Design serial_tx_flat, sky130hd; sources not shown.
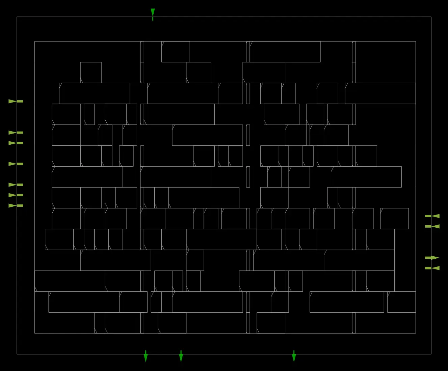
*Cell placement*
tap cells: 24
Core ar.: 1892 µm²
fin cells: 128
# fillers: 183
final core occ: 57.61%

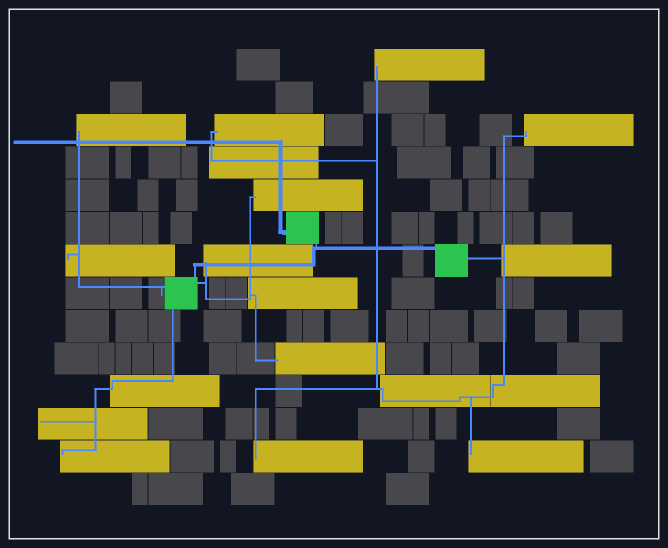
*Clock wires, drivers and flops*
Drawn at 12 px/µm.
legend:
  blue:
    item: clock wires
    length: 241 µm
  yellow:
    item: flip-flops
    count: 18
  green:
    item: clock drivers
    count: 3
routed clock nets: 4
clk_lat worst skew: 0.29 ns
clock share of power: 12.8%
Clk power: 0.141 mW

==> ci_impl_report.md <==
## Synthesis and layout report

| Metric | Value |
|---|---|
| Routed met3 length | approximately 89 µm |
| Fraction of layout cells with a size suffix above 1 | between 10% and 20% |
| Met1 usage in global routing | between 20% and 30% |
| Flop Count | 18 |
| Area leader, netlist | dfrtp_1 |
| Worst hold margin | approximately 0.30 ns |
| Least-Margin Pin Slew | slightly below 0.8 ns |
| Dpl ws | between 0.3 and 0.4 ns |
| Synthesized area | approximately 890 µm² |
| CTS sink cnt | 18 |
| WL per Instance | 14.54 µm |
| Tmin final | 2.526 ns |
| Power, Total | roughly 1.1 mW |
| Fmax | between 300 and 400 MHz |
| WP data arrival | between 1.5 and 2 ns |
| Max reg flops | 8 |
| Final setup vio count | 0 |
| DR iter-0 viols | 8 |
| DPL Wire Length | around 1300 µm |
| Power density cells | roughly 1000 nW/µm² |
| Vias in the first global route | about 650 |
| CP max FO | 10 |
| Top cells, area | dfrtp_1 48%, o21ai_0 5.0%, a22oi_1 5.0% |
| Via-per-instance ratio | between 5 and 6 |
| Die X | around 54 µm |
| Drt drc | 0 |
| Most common cell in the netlist | dfrtp_1 |
| Cell Type Count | 33 |
| Met3 Use GR | slightly above 7% |
| Final Slew Violations | 0 |
| Tool Warnings | 26 |
| Crit end category | output pin |
| Clock buf/inv share | around 2.4% |
| Status | finished, final reports clean |
| Die area | 2376 µm² |
| Clock Tree Root | clkbuf_4 |
| CTS tree | yes |
| Worst-path clk slew | 0.11 ns |
| Count of non-CTS buffers in the layout | 19 |
| RSZ-0062 raised after global routing | no |
| Yosys stat chip area | 894.6 µm² |
| Synth Instances | ~87 |
| IR drop worst, VDD | approximately 660 µV |
| Initial antenna violation count | 0 |
| Async set or reset register ratio after synthesis | 100.0% |
| DR pass1 iterations | 4 |
| Multi-input comb cells | roughly 60 |
| Hold-fix buffers, CTS | 0 |
| Grt met2 use | between 20 and 30% |
| Fp_density | between 40% and 50% |
logic make-up after synthesis:
| family | after synthesis | share of synthesized area, % |
|---|---|---|
| adder cells (fa/ha/maj) | 2 | 2.797 |
| AND/OR/NAND/NOR | 30 | 19.44 |
| AND-OR/OR-AND | 25 | 19.58 |
| flip-flops | 18 | 50.49 |
| XOR/XNOR | 1 | 0.9792 |
| buffers and inverters | 9 | 4.475 |
| multiplexers | 2 | 2.238 |
power breakdown:
| group | switching, mW | internal [mW] |
|---|---|---|
| Clock | 0.0837 | 0.0575 |
| Sequential | 0.0849 | 0.382 |
| Combinational | 0.275 | 0.220 |
| Total | 0.444 | 0.659 |
critical path, cell delays in order, from the launching register on:
cell and delay (ns):
dfrtp_1 0.44, buf_2 0.21, nor2_1 0.15, clkdlybuf4s50_1 0.69
Power is estimated from default activity; no workload was simulated.
